File: config.mk
export PLATFORM = sky130hd
export DESIGN_NAME = mem_arbiter_rr
export DESIGN_NICKNAME = d
export VERILOG_FILES = /design/src/rtl/mem_arbiter_rr_pkg.sv /design/src/rtl/mem_arbiter_rr_rr_pick.sv /design/src/rtl/mem_arbiter_rr.sv
export SDC_FILE = /design/constraint.sdc
export NUM_CORES = 1
export LEC_CHECK = 0
export ABC_AREA = 1
export CORE_AREA = 2 2 63 89
export DETAILED_ROUTE_END_ITERATION = 12
export DIE_AREA = 0 0 65 91
export PLACE_DENSITY = 0.73
export SYNTH_ARGS = -nofsm -noshare
export SYNTH_HDL_FRONTEND = slang
export SYNTH_SLANG_ARGS = --single-unit
File: constraint.sdc
create_clock -name CLK -period 1.4 [get_ports CLK]
set_input_delay 0.28 -clock CLK [delete_from_list [all_inputs] [get_ports CLK]]
set_output_delay 0.28 -clock CLK [all_outputs]
set_load 0.02 [all_outputs]
File: src/rtl/mem_arbiter_rr_pkg.sv
// Shared definitions for the round-robin memory arbiter: FSM encodings and default RAM widths.
package mem_arbiter_rr_pkg;

    localparam int MEM_ADDR_W = 8;
    localparam int MEM_DATA_W = 8;

    typedef enum logic [1:0] {
        ARB_IDLE   = 2'd0,
        ARB_ACCESS = 2'd1,
        ARB_HOLD   = 2'd2
    } arb_state_t;

endpackage

File: src/rtl/mem_arbiter_rr_rr_pick.sv
// rr_pick: combinational round-robin selector. Returns the first requester at or after rr_ptr,
// wrapping modulo N_PORTS explicitly so non-power-of-two port counts work.
module mem_arbiter_rr_rr_pick #(
    parameter int N_PORTS = 2,
    localparam int PTR_W  = $clog2(N_PORTS)
) (
    input  logic [N_PORTS-1:0] req,
    input  logic [PTR_W-1:0]   rr_ptr,
    output logic [PTR_W-1:0]   winner,
    output logic               valid
);

    logic [PTR_W-1:0]   cand [N_PORTS];
    logic [N_PORTS-1:0] rot_req;

    // cand[gi] is the port examined at search distance gi from rr_ptr
    genvar gi;
    generate
        for (gi = 0; gi < N_PORTS; gi++) begin : g_rot
            assign cand[gi]    = (int'(rr_ptr) + gi >= N_PORTS) ? PTR_W'(int'(rr_ptr) + gi - N_PORTS)
                                                                 : PTR_W'(int'(rr_ptr) + gi);
            assign rot_req[gi] = req[cand[gi]];
        end
    endgenerate

    always_comb begin
        winner = '0;
        valid  = 1'b0;
        for (int k = N_PORTS - 1; k >= 0; k--) begin
            if (rot_req[k]) begin
                winner = cand[k];
                valid  = 1'b1;
            end
        end
    end

endmodule

File: src/rtl/mem_arbiter_rr.sv
// N-port round-robin arbiter in front of one single-port synchronous RAM (1-cycle read latency).
// Optional per-port stall counters are enabled with `define MEMARB_STALL_CNT_EN.
module mem_arbiter_rr
    import mem_arbiter_rr_pkg::*;
#(
    parameter int N_PORTS = 2,
    parameter int ADDR_W  = MEM_ADDR_W,
    parameter int DATA_W  = MEM_DATA_W
) (
    input  logic                    CLK,
    input  logic                    rst,
    input  logic [N_PORTS-1:0]      rden,
    input  logic [N_PORTS-1:0]      wren,
    input  logic [N_PORTS*ADDR_W-1:0] Address,
    input  logic [N_PORTS*DATA_W-1:0] Din,
    input  logic [DATA_W-1:0]       RAMq,
    output logic [N_PORTS-1:0]      acq,
    output logic [N_PORTS*DATA_W-1:0] Dq,
    output logic [ADDR_W-1:0]       RAMAddress,
    output logic [DATA_W-1:0]       RAMDin,
    output logic                    RAMwren
`ifdef MEMARB_STALL_CNT_EN
    ,
    output logic [N_PORTS*32-1:0]   stall_cnt
`endif
);

    localparam int PTR_W = $clog2(N_PORTS);

    arb_state_t         state_reg, state_next;
    logic [PTR_W-1:0]   owner_reg, owner_next;
    logic [PTR_W-1:0]   rr_ptr_reg, rr_ptr_next;
    logic [N_PORTS-1:0] acq_reg, acq_next;
    logic [ADDR_W-1:0]  ram_addr_reg, ram_addr_next;
    logic [DATA_W-1:0]  ram_din_reg, ram_din_next;
    logic               ram_wren_reg, ram_wren_next;
    logic [DATA_W-1:0]  dq_reg [N_PORTS];
    logic               dq_we;

    logic [N_PORTS-1:0] req;
    logic [ADDR_W-1:0]  addr_arr [N_PORTS];
    logic [DATA_W-1:0]  din_arr  [N_PORTS];
    logic [PTR_W-1:0]   winner;
    logic               win_valid;

    genvar gi;
    generate
        for (gi = 0; gi < N_PORTS; gi++) begin : g_port
            assign req[gi]                    = rden[gi] | wren[gi];
            assign addr_arr[gi]               = Address[gi*ADDR_W +: ADDR_W];
            assign din_arr[gi]                = Din[gi*DATA_W +: DATA_W];
            assign Dq[gi*DATA_W +: DATA_W]    = dq_reg[gi];
        end
    endgenerate

    mem_arbiter_rr_rr_pick #(.N_PORTS(N_PORTS)) u_pick (
        .req    (req),
        .rr_ptr (rr_ptr_reg),
        .winner (winner),
        .valid  (win_valid)
    );

    always_comb begin
        state_next    = state_reg;
        owner_next    = owner_reg;
        rr_ptr_next   = rr_ptr_reg;
        acq_next      = acq_reg;
        ram_addr_next = ram_addr_reg;
        ram_din_next  = ram_din_reg;
        ram_wren_next = 1'b0;
        dq_we         = 1'b0;
        case (state_reg)
            ARB_IDLE: begin
                acq_next = '0;
                if (win_valid) begin
                    owner_next    = winner;
                    ram_addr_next = addr_arr[winner];
                    ram_din_next  = din_arr[winner];
                    ram_wren_next = wren[winner];
                    state_next    = ARB_ACCESS;
                end
            end
            ARB_ACCESS: state_next = ARB_HOLD;
            ARB_HOLD: begin
                // acq still low means this is the first HOLD cycle: RAMq is valid now
                if (acq_reg == '0) begin
                    dq_we    = 1'b1;
                    acq_next = N_PORTS'(1) << owner_reg;
                end else if (!req[owner_reg]) begin
                    acq_next    = '0;
                    rr_ptr_next = (owner_reg == PTR_W'(N_PORTS - 1)) ? '0 : owner_reg + 1'b1;
                    state_next  = ARB_IDLE;
                end
            end
            default: state_next = ARB_IDLE;
        endcase
    end

    always_ff @(posedge CLK or posedge rst) begin
        if (rst) begin
            state_reg    <= ARB_IDLE;
            owner_reg    <= '0;
            rr_ptr_reg   <= '0;
            acq_reg      <= '0;
            ram_addr_reg <= '0;
            ram_din_reg  <= '0;
            ram_wren_reg <= 1'b0;
            for (int i = 0; i < N_PORTS; i++) begin
                dq_reg[i] <= '0;
            end
        end else begin
            state_reg    <= state_next;
            owner_reg    <= owner_next;
            rr_ptr_reg   <= rr_ptr_next;
            acq_reg      <= acq_next;
            ram_addr_reg <= ram_addr_next;
            ram_din_reg  <= ram_din_next;
            ram_wren_reg <= ram_wren_next;
            if (dq_we) begin
                dq_reg[owner_reg] <= RAMq;
            end
        end
    end

    assign acq        = acq_reg;
    assign RAMAddress = ram_addr_reg;
    assign RAMDin     = ram_din_reg;
    assign RAMwren    = ram_wren_reg;

`ifdef MEMARB_STALL_CNT_EN
    // Cycles spent requesting without a grant, saturating
    generate
        for (gi = 0; gi < N_PORTS; gi++) begin : g_stall
            logic [31:0] stall_reg;
            always_ff @(posedge CLK or posedge rst) begin
                if (rst) begin
                    stall_reg <= '0;
                end else if (req[gi] && !acq_reg[gi] && stall_reg != 32'hFFFF_FFFF) begin
                    stall_reg <= stall_reg + 32'd1;
                end
            end
            assign stall_cnt[gi*32 +: 32] = stall_reg;
        end
    endgenerate
`endif

endmodule

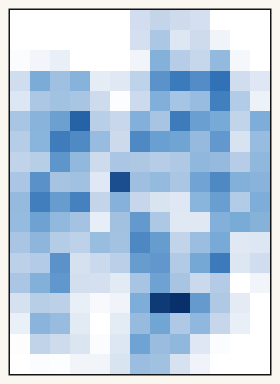
Fig. 1. Signal metal coverage by tile (run 1).
Drawn at 4 px/µm. The die is cut into 13 by 18 equal tiles; white is low, dark blue is high, scaled to the fullest tile. Values are wire area over tile area, all layers added.
nearly empty tiles: 16%
mean over tiles: 0.13
tiles over half the peak: 17%

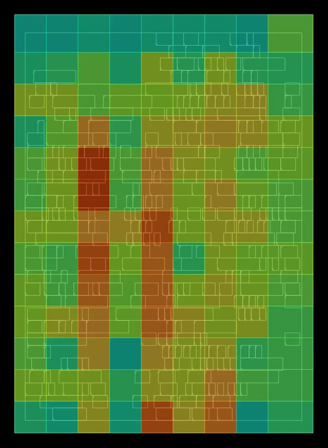
Fig. 2. Track usage over the die (run 1).
GRT Total Usage: 17.2%
fin util: 57.5%
GRT met3 Usage: 4.83%
GRT met1 Usage: 19.0%

==> results.py, run 1 <==
# Generated from Yosys and OpenROAD reports
metrics = {
    "layout": {
        "nets": 376,
        "syn_to_final_growth_pct": 48.0,
        "final_cells": 395,
        "num_antenna_cells": 0,
        "layout_top_cells": "nand2_1 (80), clkdlybuf4s50_1 (45), inv_1 (44), dfrtp_1 (39), dlygate4sd2_1 (35)",
    },
    "routing": {
        "wirelength_mm": 4.59,
        "vias_per_cell": 4.52,
        "vias": 1787,
        "ant_nets": 0,
        "initialDrtViolationCount": 66,
    },
    "placement": {
        "dp_cells": 389,
        "placedInstanceArea_mm2": 0.00289,
    },
    "synthesis": {
        "netlist_instances": 239,
        "syn_area_mm2": 0.00197,
        "most_common_cell": "nand2_1",
        "yosysTopAreaCell": "dfrtp_1",
        "ys_sh_aoi_pct": 9.00,
        "yosys-dominant-comb-family": "simple AND/OR/NAND/NOR gates",
        "synth_xor_xnor_area_share_pct": 0,
        "edf_count": 0,
        "floorplan.nets": 285,
    },
    "global_routing": {
        "grt_pass1_vias": 1854,
    },
    "final_timing": {
        "min_period_ps": 1300,
        "finalCritPeriodShare_pct": 93.1,
        "final.setup.worst_slack_ps": 97.0,
        "whs_ps": 346,
        "fmax_mhz": 767,
        "slew_headroom_pct": 81.1,
    },
    "worst_setup_path": {
        "critPathArrivalTime_ps": 1020,
        "r2r_cells": 4,
        "crit_path_end_kind": "primary output",
        "startpoint_type": "register",
        "worstPathCellList": "dlygate4sd2_1",
        "startpoint": "acq[0]",
        "cpMaxStageDelayCell": "dfrtp_1",
        "endpoint": "acq[0]",
    },
    "clock_network": {
        "clock-root-buffer": "clkbuf_8",
        "cts_buffer_depth": 2,
        "cts_hold_buffers": 0,
    },
    "power_and_ir_drop": {
        "irDropWorstVdd_uv": 1070,
        "powerDensity_mw_per_mm2": 2040,
        "comb_power_share_pct": 54.6,
        "power_leader": "combinational logic",
    },
    "status": {
        "status": "finished, final reports clean",
    },
}
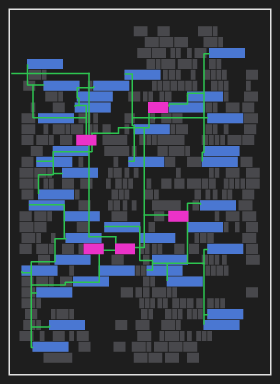
Fig. 3. Clock wires, drivers and flops (run 1).
Drawn at 4 px/µm.
[clock drivers] magenta | count: 5
[flip-flops] blue | count: 39
[clock wires] green | length: 493 µm
routed clock nets: 6
power in the clock group: 0.683 mW
Clk pwr share: 11.5%
Layout Skew: 2.46 ps

run 1: routing by layer:
layer	vias up	track usage, %	part of all wire, %
met5	-	0	0
met4	0	5.85	1.5
met3	5	4.83	7.4
met2	63	31.0	53
met1	818	19.0	38
li1	901	-	-
run 1: worst min path at each step:
stage	from	end	slack, ps	depth (start not counted)
floorplan	wren[0]	RAMwren	420	2
global placement	rr_ptr_reg	rr_ptr_reg	460	2
detailed placement	RAMDin[1]	RAMDin[1]	470	2
CTS	rst	Dq[9]	350	3
global route	rst	Dq[9]	380	3
finish	rst	Dq[9]	350	3
run 1: cell type report:
class | instances | area, µm²
multi-input combinational | 145 | 742
tap | 66 | 82.6
sequential | 39 | 976
fill | 465 | 2160
clock buffer | 6 | 72.6
timing repair buffer | 92 | 872
inverter | 47 | 176
Fig. 4: run 1, gate-type map
Drawn at 4 px/µm.
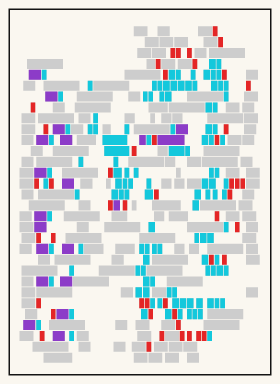

==> inputs of run 2 (changes only) <==
--- a/config.mk
+++ b/config.mk
@@ -10,6 +10,8 @@
 export DETAILED_ROUTE_END_ITERATION = 12
 export DIE_AREA = 0 0 65 91
 export PLACE_DENSITY = 0.73
+export RECOVER_POWER = 50
+export REMOVE_ABC_BUFFERS = 1
 export SYNTH_ARGS = -nofsm -noshare
 export SYNTH_HDL_FRONTEND = slang
 export SYNTH_SLANG_ARGS = --single-unit
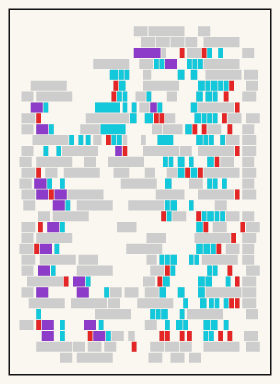
Fig. 5. Gate-type map (run 2).
Drawn at 4 px/µm.
[inv cells] red | cells: 47 | where: widely spread
[aoi and oai cells] purple | cells: 20
[nand cells] cyan | cells: 119
most numerous logic cell after layout: nand2_1
Layout Cells excl Fill: 393
Comb/total area: 25.4%

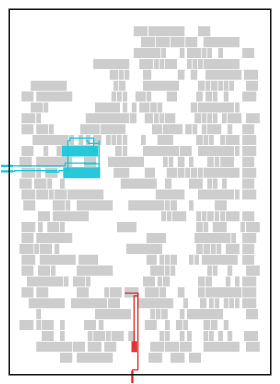
Fig. 6. Port wiring (run 2).
Drawn at 4 px/µm.
[rst] red | bits: 1 | direction: input | edge: bottom | end cells: 1 | buffers: 1 | wire: 38.1 µm
[acq] cyan | bits: 2 | direction: output | edge: left | end cells: 2 | buffers: 2 | wire: 73.1 µm

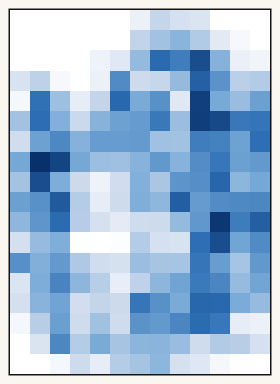
Fig. 7. Signal metal coverage by tile (run 2).
Drawn at 4 px/µm. The die is cut into 13 by 18 equal tiles; white is low, dark blue is high, scaled to the fullest tile. Values are wire area over tile area, all layers added.
fullest tile: 0.32
densest ninth of the die: right middle
nearly empty tiles: 12%
emptiest ninth of the die: top left
Vias: 1730
wire per inst: 11.3 µm

==> run 2 against run 1 <==
  * Utilization decreased by 0.074 points
  * Clock power is 33% higher
  * Count of clock-buffer cells in the layout fell by 1
  * Via count down 3.2%
  * Flip-flop count stayed put
  * Critical endpoint is now RAMAddress[2]
  * Largest cell class unchanged
==> results.py, run 2 <==
# Generated from Yosys and OpenROAD reports
metrics = {
    "status": {
        "status": "finished, final reports clean",
    },
    "layout": {
        "seqCellArea_um2": 976,
        "final_area_mm2": 0.00292,
        "nNonClkInverters": 47,
        "finish.utilization_pct": 57.4,
        "nets": 373,
        "comb_area_um2": 742,
        "comb.multi_input.count": 145,
        "clock_area_share_pct": 3.64,
        "nClkBuffers": 5,
        "layout_top_cells": "nand2_1 (80), clkdlybuf4s50_1 (45), inv_1 (44), dfrtp_1 (39), dlygate4sd2_1 (35)",
        "flops": 39,
        "fillers": 484,
        "dominant_cells": "flip-flops and latches",
        "sh_seq_area_pct": 33.4,
        "layout-drive-gt1-share_pct": 13.5,
        "n_all_buffers": 89,
        "area_share_nonclk_buffers_pct": 28.6,
        "syn_to_final_growth_pct": 47.8,
        "num_antenna_cells": 0,
    },
    "routing": {
        "initialDrtViolationCount": 72,
        "wirelength_mm": 4.45,
        "vias_per_cell": 4.40,
        "route.detailed.drc": 0,
        "ant_nets": 0,
    },
    "synthesis": {
        "yosysTopAreaCell": "dfrtp_1",
        "ys_sh_aoi_pct": 9.00,
        "ys_chip_area_mm2": 0.00197,
        "yosys-dominant-comb-family": "simple AND/OR/NAND/NOR gates",
        "netlist_instances": 239,
        "syn_area_mm2": 0.00197,
        "synth_xor_xnor_area_share_pct": 0,
    },
    "hold_path": {
        "hold_path_depth": 2,
        "hold_start": "rr_ptr_reg",
        "worstHoldEndpoint": "rr_ptr_reg",
        "min_path_type": "register to register",
    },
    "final_timing": {
        "finalHoldViolCount": 0,
        "whs_ps": 476,
        "finalCritPeriodShare_pct": 93.3,
        "min_period_ps": 1310,
        "fmax_mhz": 766,
        "final.setup.worst_slack_ps": 94.0,
        "clock_skew_ps": 9.14,
    },
    "worst_setup_path": {
        "startpoint_type": "input pin",
        "endpoint": "RAMAddress[2]",
        "critPathArrivalTime_ps": 1480,
        "cpMaxStageDelayCell": "clkdlybuf4s50_1",
        "worstPathCellList": "clkdlybuf4s50_1 > o21bai_4 > buf_4 > nand3_1 > nand3_1 > nand2_1",
        "startpoint": "rden[0]",
        "r2r_cells": 4,
        "crit_path_end_kind": "register",
    },
    "die": {
        "chip_area_mm2": 0.00592,
        "fp-row-count": 31,
        "tap_cells": 66,
    },
    "global_routing": {
        "grt_pass1_vias": 1700,
        "antenna_found_initial": 0,
        "track_usage_pct": 16.1,
    },
    "power_and_ir_drop": {
        "powerDensity_mw_per_mm2": 2060,
        "power_frac_clock_pct": 15.0,
        "comb_power_share_pct": 51.6,
        "irDropWorstVdd_uv": 1340,
    },
    "clock_network": {
        "cts_hold_buffers": 0,
        "clock-root-buffer": "clkbuf_8",
        "cts_buffer_depth": 2,
    },
    "placement": {
        "dp_worst_setup_slack_ps": -207,
        "dp_cells": 386,
        "placedInstanceArea_mm2": 0.00287,
    },
}
run 2: cell counts after synthesis:
No cell type changed its count.
run 2: power groups by stage:
| stage | Sequential [mW] | Clock, mW | Combinational [mW] |
|---|---|---|---|
| after floorplan | 2.63 | 0 | 1.37 |
| after global placement | 2.04 | 0 | 3.47 |
| after detailed placement | 2.04 | 0 | 3.52 |
| after CTS | 2.01 | 0.944 | 3.18 |
| after global routing | 2.09 | 1.00 | 3.45 |
| final | 2.01 | 0.906 | 3.11 |
run 2: layer usage:
layer | wire [µm] | part of all wire (%) | GRT usage, % | vias up
met2 | 2170 | 49 | 27.1 | 66
met3 | 368 | 8.3 | 4.21 | 4
li1 | - | - | - | 902
met5 | 0 | 0 | 0 | -
met1 | 1860 | 42 | 20.1 | 758
met4 | 59 | 1.3 | 4.79 | 0
Power is estimated from default activity; no workload was simulated.
